[src/rtl/seven_seg_pkg.sv]
// Shared types and constants for the seven-segment scanner.
// Contents:
//   seg_t      - 7-bit segment vector, bit order g..a, active-low
//   SEG_BLANK  - all segments off
//   HEX_SEG    - 16-entry hex-to-segment table (active-low)
//   state_t    - scanner slot phase {GUARD, SHOW}
package seven_seg_pkg;

  typedef logic [6:0] seg_t;

  localparam seg_t SEG_BLANK = 7'h7F;

  localparam seg_t HEX_SEG [16] = '{
    7'h40, 7'h79, 7'h24, 7'h30,
    7'h19, 7'h12, 7'h02, 7'h78,
    7'h00, 7'h10, 7'h08, 7'h03,
    7'h46, 7'h21, 7'h06, 7'h0E
  };

  typedef enum logic {
    GUARD = 1'b0,
    SHOW  = 1'b1
  } state_t;

endpackage

[src/rtl/seven_segment_display.sv]
// 4-bit hex to active-low seven-segment decoder.
// Ports:
//   hex - nibble to display
//   seg - segments g..a, active-low
module seven_segment_display
  import seven_seg_pkg::*;
(
  input  logic [3:0] hex,
  output seg_t       seg
);

  assign seg = HEX_SEG[hex];

endmodule

[src/rtl/seven_segment_scanner.sv]
// Time-multiplexed common-anode seven-segment scanner.
// Each digit slot is REFRESH_DIV cycles: GUARD_CYCLES with all anodes off,
// then the digit is shown. New data is staged in a shadow set and moved to
// the active set only at the end of the last digit's slot, so a frame never
// mixes old and new digits.
// Ports:
//   clk, rst_n  - clock, async active-low reset
//   load        - one-cycle strobe capturing data/dp_in/blank_in
//   data        - NUM_DIGITS hex nibbles, digit 0 in bits [3:0]
//   dp_in       - decimal point request per digit (active-high)
//   blank_in    - forced blank per digit (active-high)
//   lz_en       - leading-zero blanking enable (live level)
//   seg, dp, an - active-low display pins, registered
//   frame_done  - one-cycle pulse during the final cycle of each frame
//
// state | meaning
// GUARD | all anodes off, segments off; anti-ghosting gap at slot start
// SHOW  | anode idx low, segments show active nibble idx
module seven_segment_scanner
  import seven_seg_pkg::*;
#(
  parameter int NUM_DIGITS   = 4,
  parameter int REFRESH_DIV  = 50000,
  parameter int GUARD_CYCLES = 500
) (
  input  logic                    clk,
  input  logic                    rst_n,
  input  logic                    load,
  input  logic [4*NUM_DIGITS-1:0] data,
  input  logic [NUM_DIGITS-1:0]   dp_in,
  input  logic [NUM_DIGITS-1:0]   blank_in,
  input  logic                    lz_en,
  output seg_t                    seg,
  output logic                    dp,
  output logic [NUM_DIGITS-1:0]   an,
  output logic                    frame_done
);

  localparam int IDX_W = (NUM_DIGITS > 1) ? $clog2(NUM_DIGITS) : 1;
  localparam int CNT_W = $clog2(REFRESH_DIV);

  localparam logic [CNT_W-1:0] CNT_LAST   = CNT_W'(REFRESH_DIV - 1);
  localparam logic [CNT_W-1:0] GUARD_LAST = CNT_W'(GUARD_CYCLES - 1);
  // frame_done is registered, so it is raised one cycle ahead of the last cycle
  localparam logic [CNT_W-1:0] FD_PRE     = CNT_W'(REFRESH_DIV - 2);
  localparam logic [IDX_W-1:0] IDX_LAST   = IDX_W'(NUM_DIGITS - 1);

  state_t                  state;
  logic [CNT_W-1:0]        cnt;
  logic [IDX_W-1:0]        idx;

  logic [4*NUM_DIGITS-1:0] shadow_data;
  logic [NUM_DIGITS-1:0]   shadow_dp;
  logic [NUM_DIGITS-1:0]   shadow_blank;
  logic                    pending;

  logic [4*NUM_DIGITS-1:0] act_data;
  logic [NUM_DIGITS-1:0]   act_dp;
  logic [NUM_DIGITS-1:0]   act_blank;

  logic [3:0]              nibble;
  seg_t                    seg_dec;
  logic [NUM_DIGITS-1:0]   lz_mask;
  logic                    all_zero;
  logic                    blank_now;
  logic                    slot_end;
  logic                    boundary;

  assign nibble = act_data[{idx, 2'b00} +: 4];

  seven_segment_display u_dec (
    .hex (nibble),
    .seg (seg_dec)
  );

  // lz_mask[i] is set when nibble i and every nibble above it are zero;
  // digit 0 is excluded so a zero value still shows "0".
  always_comb begin
    lz_mask  = '0;
    all_zero = 1'b1;
    for (int i = NUM_DIGITS - 1; i >= 1; i--) begin
      all_zero   = all_zero & (act_data[4*i +: 4] == 4'h0);
      lz_mask[i] = all_zero;
    end
  end

  assign blank_now = act_blank[idx] | (lz_en & lz_mask[idx]);
  assign slot_end  = (cnt == CNT_LAST);
  assign boundary  = (state == SHOW) && slot_end && (idx == IDX_LAST);

  always_ff @(posedge clk or negedge rst_n) begin
    if (!rst_n) begin
      state        <= GUARD;
      cnt          <= '0;
      idx          <= '0;
      seg          <= SEG_BLANK;
      dp           <= 1'b1;
      an           <= '1;
      frame_done   <= 1'b0;
      shadow_data  <= '0;
      shadow_dp    <= '0;
      shadow_blank <= '0;
      pending      <= 1'b0;
      act_data     <= '0;
      act_dp       <= '0;
      act_blank    <= '0;
    end else begin
      cnt        <= slot_end ? '0 : cnt + CNT_W'(1);
      frame_done <= (cnt == FD_PRE) && (idx == IDX_LAST);

      case (state)
        GUARD: begin
          if (cnt == GUARD_LAST) begin
            state <= SHOW;
            an    <= ~(NUM_DIGITS'(1) << idx);
            seg   <= blank_now ? SEG_BLANK : seg_dec;
            dp    <= ~act_dp[idx];
          end
        end
        SHOW: begin
          if (slot_end) begin
            state <= GUARD;
            an    <= '1;
            seg   <= SEG_BLANK;
            dp    <= 1'b1;
            idx   <= (idx == IDX_LAST) ? '0 : idx + IDX_W'(1);
          end
        end
        default: state <= GUARD;
      endcase

      if (load) begin
        shadow_data  <= data;
        shadow_dp    <= dp_in;
        shadow_blank <= blank_in;
      end

      // A load on the boundary bypasses straight to the active set.
      if (boundary) begin
        pending <= 1'b0;
        if (load) begin
          act_data  <= data;
          act_dp    <= dp_in;
          act_blank <= blank_in;
        end else if (pending) begin
          act_data  <= shadow_data;
          act_dp    <= shadow_dp;
          act_blank <= shadow_blank;
        end
      end else if (load) begin
        pending <= 1'b1;
      end
    end
  end

endmodule
[config.mk]
export PLATFORM = sky130hd
export DESIGN_NAME = seven_segment_scanner
export DESIGN_NICKNAME = d
export VERILOG_FILES = /design/src/rtl/seven_seg_pkg.sv /design/src/rtl/seven_segment_display.sv /design/src/rtl/seven_segment_scanner.sv
export SDC_FILE = /design/constraint.sdc
export NUM_CORES = 1
export LEC_CHECK = 0
export CORE_MARGIN = 2
export CORE_UTILIZATION = 49
export DETAILED_ROUTE_END_ITERATION = 8
export GPL_TIMING_DRIVEN = 0
export HOLD_SLACK_MARGIN = 0.06
export PLACE_DENSITY_LB_ADDON = 0.12
export REMOVE_ABC_BUFFERS = 1
export SLEW_MARGIN = 25
export SYNTH_ARGS = -nofsm -noshare
export SYNTH_HDL_FRONTEND = slang
export SYNTH_SLANG_ARGS = --single-unit
[constraint.sdc]
create_clock -name clk -period 6.45 [get_ports clk]
set_clock_uncertainty 0.1 [all_clocks]
set_input_delay 1.935 -clock clk [delete_from_list [all_inputs] [get_ports clk]]
set_output_delay 1.935 -clock clk [all_outputs]
set_load 0.02 [all_outputs]
Run 1, metal layers overlaid:
Bar = 20 microns.
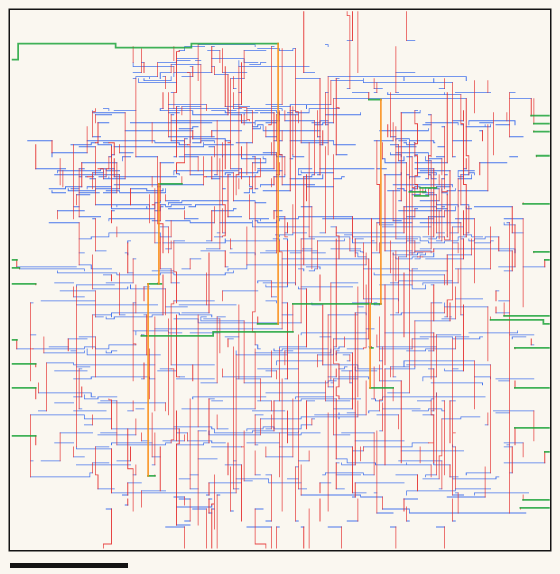
met3 -> green  # wire length 196 microns
met2 -> red  # wire length 3090 microns
met1 -> blue  # wire length 3110 microns
met4 -> orange  # wire length 146 microns

Run 1, congestion heat map:
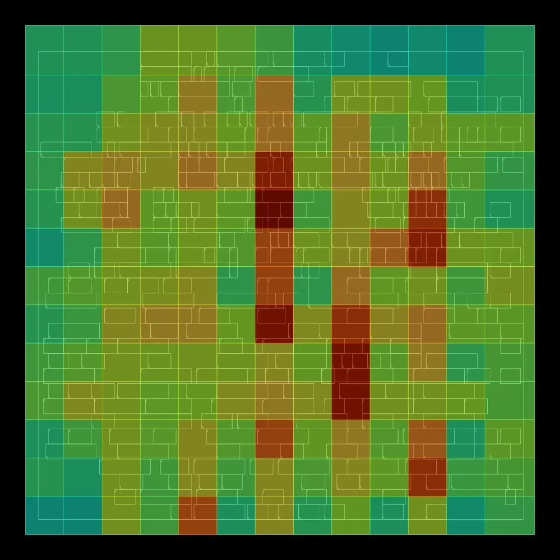
Finished Core Util: 0.600
WL/cell: 15.3 microns
GRT met2 Usage: 0.271

Run 1, cell density map:
The die is cut into 9 by 9 equal tiles; dark blue is low, red is high, 0 to 100% covered.
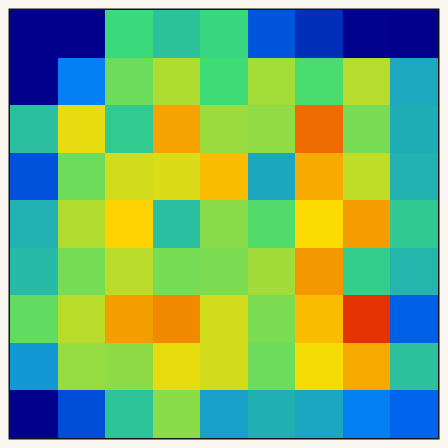
emptiest ninth of the die = top left
tiles over 75% full = 15%
fullest tile = 94%
mean over tiles = 51%
nearly empty tiles = 7.4%

Run 1, gate families picked out:
Bar = 20 microns.
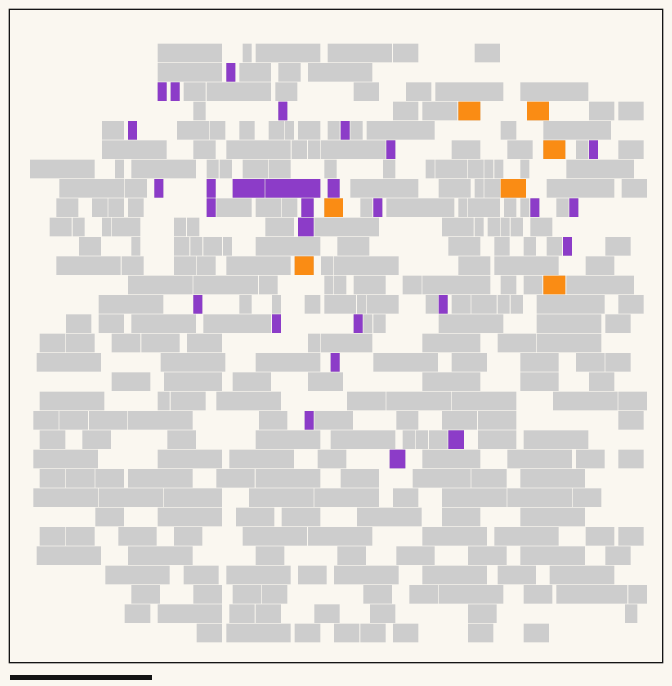
AND-OR and OR-AND gates -> orange  # cells 7, most used o22a_1
NOR gates -> purple  # cells 28, most used nor2_1

==> reports/metrics.yaml, run 1 <==
worst-path-stages: 5
flops: 81
period_needed_ns: 4.01
combPwrFrac: 0.059
ir_drop_uv: 108
power.density_nw_per_um2: 201
tap_cells: 99
r2r-end: "act_data[0]$_DFFE_PN0P_"
cap_violations: 0
clkbuf_count: 9
fa_ha_area_frac: 0.0398
comb_cell_power_mw: 0.0524
cp-start-kind: "input pin"
synth_top_area_share: 0.458
slew_violations: 0
grt_use_met3: 0.0353
lay_top_count: "dfrtp_1"
grt_max_degree: 51
cp.buffers_inverters: 1
synthTopCellsByCount: "dfrtp_1, mux2_2, nor2_1"
io_pins: 41
synthFlopType: "dfrtp_1"
logic_area_sq_um: 1640
wl_met1_microns: 3110
coreArea_sq_um: 7370
ys_sh_aoi: 0.0660
lay_top_cells: "dfrtp_1, clkdlybuf4s50_1, mux2_2"
final.period_utilization: 0.621
use_met1: 0.234
timing.rr.start: "cnt[0]$_DFF_PN0_"
yosys.area_share.xor_xnor: 0.0255
nets: 364
gr-max-usage-layer: "met2"
finalInstanceArea_sq_um: 4420
reg_top3: "act_data (16), cnt (16), shadow_data (16)"
p_sw_mw: 0.202
synth_flops: 81
finalSetupViolations: 0
multiInputCombCellCount: 182
worstSetupEndpointType: "register"
die_h_microns: 91.7
biggestCellCategory: "sequential cells"
n_fill_cell: 591
edf_count: 0
ctsResizeCount: 0
finalPower_mw: 0.889
power_leader: "registers"
comb_area_frac: 0.371
path_clk_slew_ns: 0.08
sh_seq_area: 0.462
post_cts_buffers: 0
reg2reg_depth: 6
ys_cells: 281
status: "finished clean"
h-tree-depth: 3
dieArea_sq_um: 8420
drtAntennaViolNets: 0
timing.final.ws_setup_ns: 2.44
crit_type: "input pin to register"
min_to: "cnt[15]$_DFF_PN0_"
die_w_microns: 91.7
pre_cts_slack_ns: 2.08
drtIter0Drc: 76
warnings: 34
hp-start: "cnt[15]$_DFF_PN0_"
min_path_cells: 1
synth_seq_share: 0.541
antenna_found_initial: 0
ctsLongestPathBuffers: 2
ys_sh_mux: 0.207
dp.cells: 412
powerSeq_mw: 0.526
wl_met3_microns: 196
syn2layout_area_growth_pct: 17.2
clock.fmax_mhz: 250
cp_top_family: "AND-OR/OR-AND gates"
cts_tree: "yes"
power_frac_clock: 0.349
yosysWarningCount: 0
==> inputs of run 2 (changes only) <==
==> constraint.sdc (replaced) <==
create_clock -name clk -period 3.25 [get_ports clk]
set_clock_uncertainty 0.1 [all_clocks]
set_input_delay 0.975 -clock clk [delete_from_list [all_inputs] [get_ports clk]]
set_output_delay 0.975 -clock clk [all_outputs]
set_load 0.02 [all_outputs]
Run 2, metal layers overlaid:
Bar = 20 microns.
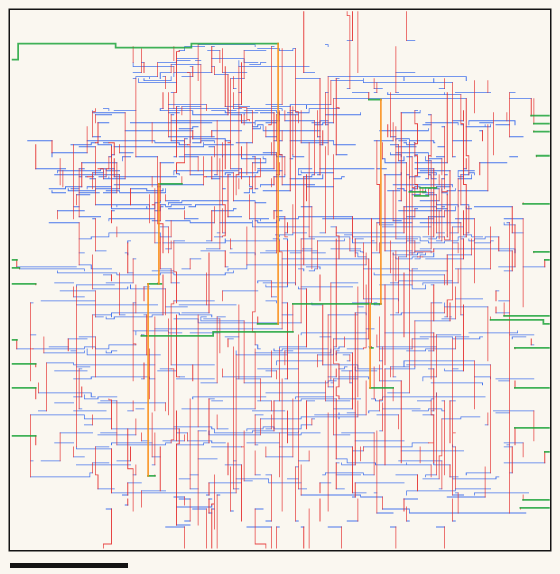
vias: 2286
Tot GR Track Use: 0.175
WL final: 6540 microns

Run 2, congestion heat map:
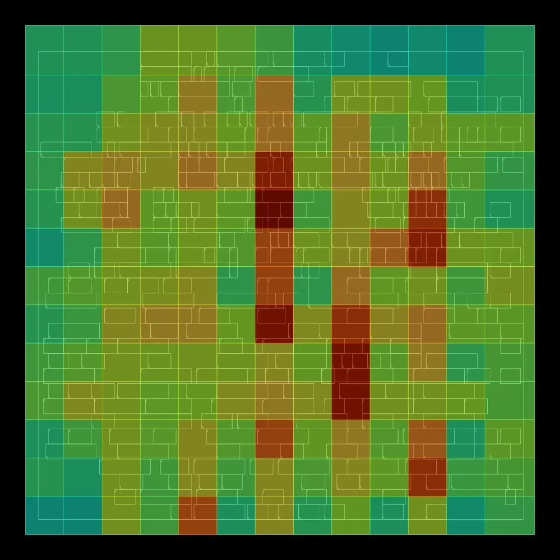
GR peak layer: met2
M3 GR Usage: 0.0353
met1 usage: 0.234

==> reports/metrics.yaml, run 2 <==
status: "finished clean"
dp.cells: 412
die_w_microns: 91.7
reg_top3: "act_data (16), cnt (16), shadow_data (16)"
timing.final.ws_setup_ns: 0.205
synth_seq_share: 0.541
edf_count: 0
dieArea_sq_um: 8420
min_path_cells: 1
cp.buffers_inverters: 1
synth_flops: 81
clock.fmax_mhz: 328
wl_met3_microns: 196
multiInputCombCellCount: 182
drtIter0Drc: 76
worstSetupEndpointType: "register"
min_to: "cnt[15]$_DFF_PN0_"
comb_cell_power_mw: 0.104
fa_ha_area_frac: 0.0398
finalSetupViolations: 0
synth_top_area_share: 0.458
warnings: 34
r2r-end: "act_data[0]$_DFFE_PN0P_"
rsz0062_at_grt: "false"
ir_drop_uv: 215
drtAntennaViolNets: 0
cts_tree: "yes"
post-route-drc-count: 0
clkbuf_count: 9
synthFlopType: "dfrtp_1"
tap_cells: 99
wire_per_inst_microns: 15.3
cap_violations: 0
path_clk_slew_ns: 0.08
antenna_found_initial: 0
yosys.area_share.xor_xnor: 0.0255
power.density_nw_per_um2: 399
flops: 81
sh_seq_area: 0.462
clockRootBuffer: "clkbuf_8"
hp-start: "cnt[15]$_DFF_PN0_"
yosysWarningCount: 0
io_pins: 41
coreArea_sq_um: 7370
synthTopCellsByCount: "dfrtp_1, mux2_2, nor2_1"
slew_violations: 0
n_fill_cell: 591
timing.rr.start: "cnt[0]$_DFF_PN0_"
finalPower_mw: 1.76
h-tree-depth: 3
wl_met1_microns: 3110
power_leader: "registers"
reg2reg_depth: 6
lay_top_cells: "dfrtp_1, clkdlybuf4s50_1, mux2_2"
critPathMaxFanout: 4
p_sw_mw: 0.401
nets: 364
finalInstanceArea_sq_um: 4420
cp_top_family: "AND-OR/OR-AND gates"
grt_max_degree: 51
syn2layout_area_growth_pct: 17.2
combPwrFrac: 0.059
ctsLongestPathBuffers: 2
nNonClkBuffers: 41
ys_cells: 281
power_frac_clock: 0.349
worst-path-stages: 5
utilization: 0.600
use_met2: 0.271
crit_type: "input pin to register"
cp-start-kind: "input pin"
logic_area_sq_um: 1640
ctsResizeCount: 0
ys_sh_aoi: 0.0660
powerSeq_mw: 1.04
post_cts_buffers: 0
biggestCellCategory: "sequential cells"
ys_sh_mux: 0.207
Run 2, gate families picked out:
Bar = 20 microns.
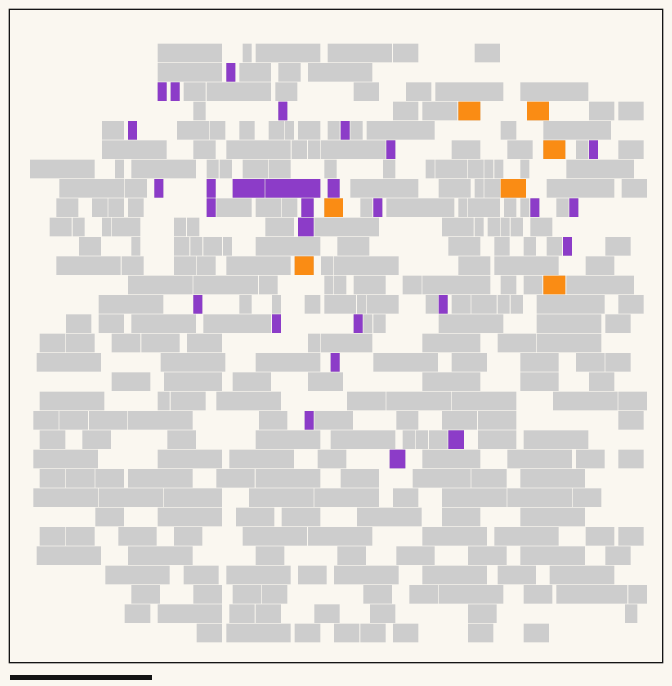
AND-OR and OR-AND gates -> orange  # cells 7, most used o22a_1
NOR gates -> purple  # cells 28, most used nor2_1
Comb/total area: 0.371
Commonest Layout Cell: dfrtp_1
Post-Layout Cell Count: 427

